[config.mk]
export PLATFORM = sky130hd
export DESIGN_NAME = pixel_pattern_source
export DESIGN_NICKNAME = d
export VERILOG_FILES = /design/src/rtl/pixel_pattern_source_pkg.sv /design/src/rtl/pixel_pattern_source_checksum.sv /design/src/rtl/pixel_pattern_source.sv
export SDC_FILE = /design/constraint.sdc
export NUM_CORES = 1
export LEC_CHECK = 0
export CAP_MARGIN = 20
export CORE_MARGIN = 2
export CORE_UTILIZATION = 60
export CTS_CLUSTER_SIZE = 25
export DETAILED_ROUTE_END_ITERATION = 8
export PLACE_DENSITY = 0.8
export SLEW_MARGIN = 25
export SYNTH_ARGS = -nofsm -noshare
export SYNTH_HDL_FRONTEND = slang
export SYNTH_SLANG_ARGS = --single-unit
[constraint.sdc]
create_clock -name clk -period 8.7 [get_ports clk]
set_input_delay 1.305 -clock clk [delete_from_list [all_inputs] [get_ports clk]]
set_output_delay 1.305 -clock clk [all_outputs]
set_load 0.03 [all_outputs]
[src/rtl/pixel_pattern_source_pkg.sv]
// Shared definitions for the pixel pattern source: FSM state encoding,
// checksum constants and byte-order helpers.
package pixel_pattern_source_pkg;

  typedef enum logic [2:0] {
    IDLE   = 3'd0,
    HEADER = 3'd1,
    PIXEL  = 3'd2,
    CK_LO  = 3'd3,
    CK_HI  = 3'd4,
    PAD    = 3'd5
  } stateT;

  localparam int unsigned ChecksumWordCount = 2;
  localparam logic [16:0] FletcherModulus   = 17'd65535;

  // Host value to little-endian bus word.
  function automatic logic [15:0] swap16(input logic [15:0] v);
    return {v[7:0], v[15:8]};
  endfunction

  // (x + y) mod 65535 for x already in [0,65534]; a single conditional
  // subtract suffices because the sum never reaches 2*65535.
  function automatic logic [15:0] modAdd(input logic [15:0] x, input logic [15:0] y);
    logic [16:0] sum;
    sum = {1'b0, x} + {1'b0, y};
    if (sum >= FletcherModulus) sum = sum - FletcherModulus;
    return sum[15:0];
  endfunction

endpackage

[src/rtl/pixel_pattern_source_checksum.sv]
// fletcher32_accum: running Fletcher-32 sums over 16-bit host words.
//   clk, rst  clock, asynchronous active-high reset
//   clr       restart both sums at zero (combines with en: clear-then-add)
//   en        accumulate din this cycle
//   din       16-bit host value
//   a, b      running sums in [0,65534], valid the cycle after en
module fletcher32_accum
  import pixel_pattern_source_pkg::*;
(
  input  logic        clk,
  input  logic        rst,
  input  logic        clr,
  input  logic        en,
  input  logic [15:0] din,
  output logic [15:0] a,
  output logic [15:0] b
);

  logic [15:0] aBase, bBase, aNext, bNext;

  always_comb begin
    aBase = clr ? '0 : a;
    bBase = clr ? '0 : b;
    aNext = modAdd(aBase, din);
    bNext = modAdd(bBase, aNext);
  end

  always_ff @(posedge clk or posedge rst) begin
    if (rst) begin
      a <= '0;
      b <= '0;
    end else if (en) begin
      a <= aNext;
      b <= bNext;
    end else if (clr) begin
      a <= '0;
      b <= '0;
    end
  end

endmodule

[src/rtl/pixel_pattern_source.sv]
// pixel_pattern_source: emits one test image per start as little-endian
// 16-bit words: header, (thumbnail-filtered) ramp pixels, Fletcher-32
// checksum {B,A}, zero padding.
//   clk, rst       clock, asynchronous active-high reset
//   start          1-cycle pulse, accepted only when idle
//   pixel_initial  host value of full-image pixel 0
//   pixel_delta    host increment per full-image pixel index
//   hdr_idx        header word index requested; hdr_word answers same cycle
//   w_valid/w_ready/w_data  registered valid/ready word stream
//   busy           image in progress
//   done           1-cycle pulse after the final word is accepted
module pixel_pattern_source
  import pixel_pattern_source_pkg::*;
#(
  parameter int unsigned HeaderWordCount   = 4,
  parameter int unsigned ImageWidth        = 16,
  parameter int unsigned ImageHeight       = 8,
  parameter int unsigned PaddingWordCount  = 0,
  parameter int unsigned PixelFilterPeriod = 1,
  parameter int unsigned PixelFilterKeep   = 1,
  localparam int unsigned HdrIdxW = (HeaderWordCount > 1) ? $clog2(HeaderWordCount) : 1
) (
  input  logic               clk,
  input  logic               rst,
  input  logic               start,
  input  logic [15:0]        pixel_initial,
  input  logic [15:0]        pixel_delta,
  output logic [HdrIdxW-1:0] hdr_idx,
  input  logic [15:0]        hdr_word,
  output logic               w_valid,
  input  logic               w_ready,
  output logic [15:0]        w_data,
  output logic               busy,
  output logic               done
);

  localparam int unsigned PixelCount = ImageWidth * ImageHeight;
  localparam int unsigned FullW      = ImageWidth * PixelFilterPeriod / PixelFilterKeep;
  localparam int unsigned JumpMul    = PixelFilterPeriod - PixelFilterKeep + 1;
  localparam int unsigned MaxSeg0    = (PixelCount > HeaderWordCount) ? PixelCount : HeaderWordCount;
  localparam int unsigned MaxSeg1    = (MaxSeg0 > PaddingWordCount) ? MaxSeg0 : PaddingWordCount;
  localparam int unsigned CntW       = (MaxSeg1 > 1) ? $clog2(MaxSeg1) : 1;
  localparam int unsigned GxW        = (ImageWidth > 1) ? $clog2(ImageWidth) : 1;
  localparam int unsigned RunW       = (PixelFilterKeep > 1) ? $clog2(PixelFilterKeep) : 1;

  localparam logic [15:0]        XMul       = 16'(JumpMul);
  localparam logic [15:0]        RowMul     = 16'(FullW);
  localparam logic [15:0]        YMul       = 16'(JumpMul * FullW);
  localparam logic [CntW-1:0]    HdrLast    = CntW'(HeaderWordCount - 1);
  localparam logic [CntW-1:0]    PixLast    = CntW'(PixelCount - 1);
  localparam logic [CntW-1:0]    PadLast    = CntW'(PaddingWordCount - 1);
  localparam logic [HdrIdxW-1:0] HdrIdxLast = HdrIdxW'(HeaderWordCount - 1);
  localparam logic [GxW-1:0]     GxLast     = GxW'(ImageWidth - 1);
  localparam logic [RunW-1:0]    RunLast    = RunW'(PixelFilterKeep - 1);

  stateT state, stateNext;
  logic [CntW-1:0] wordCnt;

  // Step constants latched at start.
  logic [15:0] deltaR, xStep, rowStep, yStep;
  // Generator for the next pixel to be loaded.
  logic [15:0]     genVal, genBase;
  logic [GxW-1:0]  genX;
  logic [RunW-1:0] genRun, genRowRun;

  logic [15:0] ckA, ckB, ckDin;
  logic        ckEn;

  logic        accept, inIdle, load, hdrLoad, pixLoad, goIdle, startAcc;
  logic [15:0] loadWord;

  logic [15:0]     cDelta, cX, cRow, cY, gVal, gBase, advVal, advBase;
  logic [GxW-1:0]  gX, advX;
  logic [RunW-1:0] gRun, gRowRun, advRun, advRowRun;

  // While idle the generator view comes straight from the inputs so the
  // first pixel can be loaded in the start cycle when there is no header.
  always_comb begin
    inIdle  = (state == IDLE);
    cDelta  = inIdle ? pixel_delta : deltaR;
    cX      = inIdle ? 16'(pixel_delta * XMul)   : xStep;
    cRow    = inIdle ? 16'(pixel_delta * RowMul) : rowStep;
    cY      = inIdle ? 16'(pixel_delta * YMul)   : yStep;
    gVal    = inIdle ? pixel_initial : genVal;
    gBase   = inIdle ? pixel_initial : genBase;
    gX      = inIdle ? '0 : genX;
    gRun    = inIdle ? '0 : genRun;
    gRowRun = inIdle ? '0 : genRowRun;

    advX      = gX;
    advRun    = gRun;
    advRowRun = gRowRun;
    advBase   = gBase;
    advVal    = gVal;
    if (gX == GxLast) begin
      advX   = '0;
      advRun = '0;
      if (gRowRun == RunLast) begin
        advRowRun = '0;
        advBase   = gBase + cY;
      end else begin
        advRowRun = gRowRun + RunW'(1);
        advBase   = gBase + cRow;
      end
      advVal = advBase;
    end else begin
      advX = gX + GxW'(1);
      if (gRun == RunLast) begin
        advRun = '0;
        advVal = gVal + cX;
      end else begin
        advRun = gRun + RunW'(1);
        advVal = gVal + cDelta;
      end
    end
  end

  // The checksum accumulates when a word is loaded into the output register
  // rather than when it is accepted: every loaded word is later accepted, and
  // this leaves A/B settled before CK_LO/CK_HI are loaded back-to-back.
  always_comb begin
    stateNext = state;
    accept    = w_valid && w_ready;
    load      = 1'b0;
    hdrLoad   = 1'b0;
    pixLoad   = 1'b0;
    goIdle    = 1'b0;
    startAcc  = 1'b0;
    loadWord  = '0;
    ckEn      = 1'b0;
    ckDin     = '0;

    case (state)
      IDLE: begin
        if (start) begin
          startAcc = 1'b1;
          load     = 1'b1;
          if (HeaderWordCount > 0) begin
            stateNext = HEADER;
            hdrLoad   = 1'b1;
          end else begin
            stateNext = PIXEL;
            pixLoad   = 1'b1;
          end
        end
      end
      HEADER: begin
        if (accept) begin
          load = 1'b1;
          if (wordCnt == HdrLast) begin
            stateNext = PIXEL;
            pixLoad   = 1'b1;
          end else begin
            hdrLoad = 1'b1;
          end
        end
      end
      PIXEL: begin
        if (accept) begin
          load = 1'b1;
          if (wordCnt == PixLast) begin
            stateNext = CK_LO;
            loadWord  = swap16(ckA);
          end else begin
            pixLoad = 1'b1;
          end
        end
      end
      CK_LO: begin
        if (accept) begin
          load      = 1'b1;
          stateNext = CK_HI;
          loadWord  = swap16(ckB);
        end
      end
      CK_HI: begin
        if (accept) begin
          if (PaddingWordCount > 0) begin
            load      = 1'b1;
            stateNext = PAD;
          end else begin
            goIdle    = 1'b1;
            stateNext = IDLE;
          end
        end
      end
      PAD: begin
        if (accept) begin
          if (wordCnt == PadLast) begin
            goIdle    = 1'b1;
            stateNext = IDLE;
          end else begin
            load = 1'b1;
          end
        end
      end
      default: stateNext = IDLE;
    endcase

    if (hdrLoad) begin
      loadWord = swap16(hdr_word);
      ckEn     = 1'b1;
      ckDin    = hdr_word;
    end
    if (pixLoad) begin
      loadWord = swap16(gVal);
      ckEn     = 1'b1;
      ckDin    = gVal;
    end
  end

  always_ff @(posedge clk or posedge rst) begin
    if (rst) state <= IDLE;
    else     state <= stateNext;
  end

  always_ff @(posedge clk or posedge rst) begin
    if (rst) begin
      w_valid   <= 1'b0;
      w_data    <= '0;
      busy      <= 1'b0;
      done      <= 1'b0;
      wordCnt   <= '0;
      hdr_idx   <= '0;
      deltaR    <= '0;
      xStep     <= '0;
      rowStep   <= '0;
      yStep     <= '0;
      genVal    <= '0;
      genBase   <= '0;
      genX      <= '0;
      genRun    <= '0;
      genRowRun <= '0;
    end else begin
      done <= goIdle;

      if (load) begin
        w_valid <= 1'b1;
        w_data  <= loadWord;
        wordCnt <= (stateNext != state) ? '0 : wordCnt + CntW'(1);
      end else if (goIdle) begin
        w_valid <= 1'b0;
        w_data  <= '0;
      end

      if (startAcc)    busy <= 1'b1;
      else if (goIdle) busy <= 1'b0;

      if (startAcc) begin
        deltaR  <= cDelta;
        xStep   <= cX;
        rowStep <= cRow;
        yStep   <= cY;
      end

      if (hdrLoad) hdr_idx <= (hdr_idx == HdrIdxLast) ? '0 : hdr_idx + HdrIdxW'(1);

      if (pixLoad) begin
        genVal    <= advVal;
        genBase   <= advBase;
        genX      <= advX;
        genRun    <= advRun;
        genRowRun <= advRowRun;
      end else if (startAcc) begin
        genVal    <= gVal;
        genBase   <= gBase;
        genX      <= gX;
        genRun    <= gRun;
        genRowRun <= gRowRun;
      end
    end
  end

  fletcher32_accum u_checksum (
    .clk (clk),
    .rst (rst),
    .clr (startAcc),
    .en  (ckEn),
    .din (ckDin),
    .a   (ckA),
    .b   (ckB)
  );

endmodule

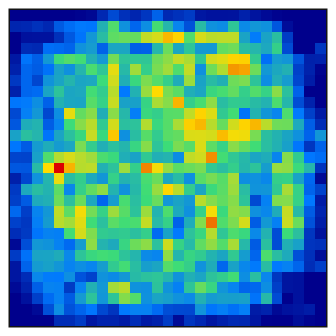
*Routed metal per tile, run 1*
The die is cut into 29 by 29 equal tiles; dark blue is low, red is high, scaled to the fullest tile. Values are wire area over tile area, all layers added.
5.9% of the tiles are nearly empty. The mean over all tiles is 0.26. The fullest tile reaches 0.73. The densest ninth of the die: centre. 26% of the tiles are over half the peak. The emptiest ninth of the die: south-east.
Tot GR Track Use: 32.5%
vias after detailed routing: 11,286
Routed WL: 33.8 mm

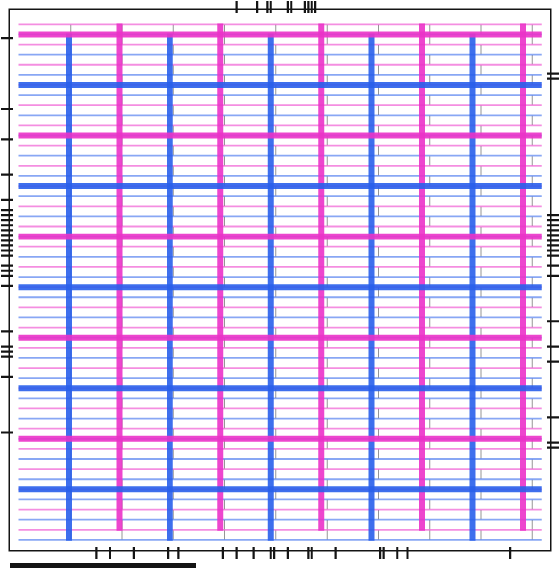
*PDN straps and rails, run 1*
Bar = 50 um. Pins as bars on the die edge. Tap cells in grey.
VSS: marked blue. VDD: marked magenta.
10 straps on met4. 265 tap cells. 52 met1 rails follow the rows.

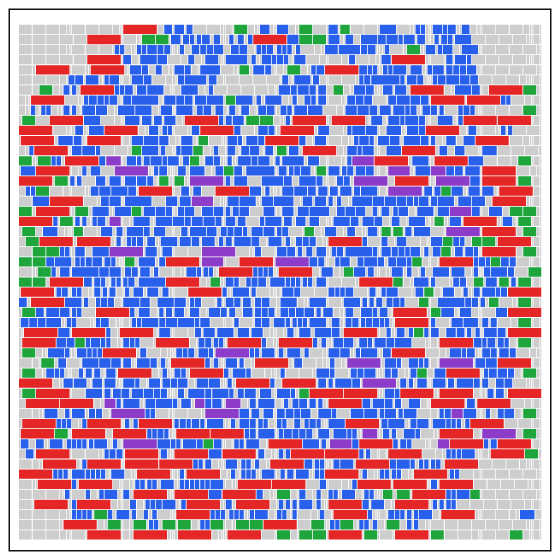
*Placement by cell class, run 1*
Fill, decap, tap and diode cells in grey.
clock drivers and dummy loads: marked purple, cells 32, share of their area 4.6%. remaining logic cells: marked blue, cells 1,197, share of their area 57%. registers: marked red, cells 165, share of their area 31%. remaining buffers and delay cells: marked green, cells 114, share of their area 7.7%.

==> flow_metrics.py, run 1 <==
# Auto-generated metrics
metrics = {
    "floorplan": {
        "fp-utilization_pct": 61.3,
        "num_io_pins": 73,
        "die_x_um": 145,
    },
    "placed_design": {
        "io_buffers": 72,
        "dpl_cell_area_um2": 13100,
        "dpl.hpwl_mm": 24.3,
    },
    "yosys": {
        "synthesis.area_um2": 12000,
        "adder_share_pct": 7.67,
        "yosys.area_share.aoi_pct": 21.9,
        "synth.area.top_cells": "dfrtp_1 (34%), nand2_1 (9.3%), ha_1 (7.0%), a21oi_1 (3.9%), mux2i_1 (3.3%)",
        "async_reset_ff_share_pct": 100,
        "ys_cells": 1433,
        "top_area_cell": "dfrtp_1",
    },
    "grt": {
        "grt_pass1_wl_mm": 55.8,
        "top_usage_layer": "met2",
        "met2_usage_pct": 50.6,
        "use_met1_pct": 46.1,
    },
    "route": {
        "drc_errors": 0,
        "vias_per_cell": 6.37,
    },
    "final_layout": {
        "postLayoutCoreUtil_pct": 70.4,
        "layoutNonFillerInstCount": 1773,
        "buffers": 114,
        "dominant_cells": "logic gates",
        "flop-count": 165,
    },
    "clock_tree": {
        "ctsLongestPathBuffers": 2,
        "cts_buffers": 17,
        "htree_levels": 4,
        "cts_resized": 0,
    },
    "worst_setup_path": {
        "critPathLaunchType": "input pin",
    },
    "outcome": {
        "status": "completed",
    },
    "min_path": {
        "hp-class": "register to register",
    },
}
--- run 2 (diff from run 1) ---
SYNTH_HIERARCHICAL = 1   (was default)
==> run 2 against run 1 <==
Sequential cell count is the same. Register-to-register slack lost 0.05 ns. Worst hold slack gained 0.0023 ns. First-iteration DRC count grew 26%. Highest routed layer unchanged. Synthesized cell count grew 7.1%. Clock skew grew 0.0034 ns. Sequential share of layout area shrank 2.5 points. Maximum frequency shrank 1.4%.
==> flow_metrics.py, run 2 <==
# Auto-generated metrics
metrics = {
    "placed_design": {
        "io_buffers": 72,
        "dpl_cell_area_um2": 14400,
    },
    "clock_tree": {
        "cts_buffers": 17,
        "ctsLongestPathBuffers": 2,
    },
    "floorplan": {
        "num_io_pins": 73,
        "fp-utilization_pct": 60.6,
    },
    "grt": {
        "grt_pass1_wl_mm": 62.2,
        "use_met1_pct": 51.0,
    },
    "route": {
        "drc_errors": 0,
        "vias": 12605,
        "vias_per_cell": 6.41,
    },
    "yosys": {
        "top_area_cell": "dfrtp_1",
        "synth.area.top_cells": "dfrtp_1 (33%), nand2_1 (8.5%), ha_1 (6.4%), a21oi_1 (4.0%), mux2i_1 (3.2%)",
        "yosys.area_share.aoi_pct": 24.0,
        "synthesis.area_um2": 12600,
    },
    "final_layout": {
        "dominant_cells": "logic gates",
        "flop-count": 165,
        "buffers": 202,
    },
    "min_path": {
        "hp-class": "register to register",
    },
    "outcome": {
        "status": "completed",
    },
}
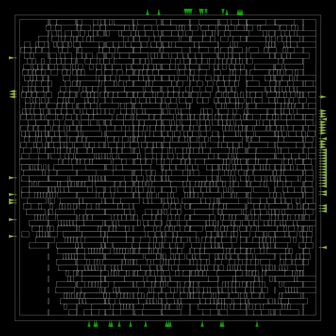
*Cell outlines without signal wires, run 2*
n_taps: 275
# rows: 53
Final Core Density: 72.0%

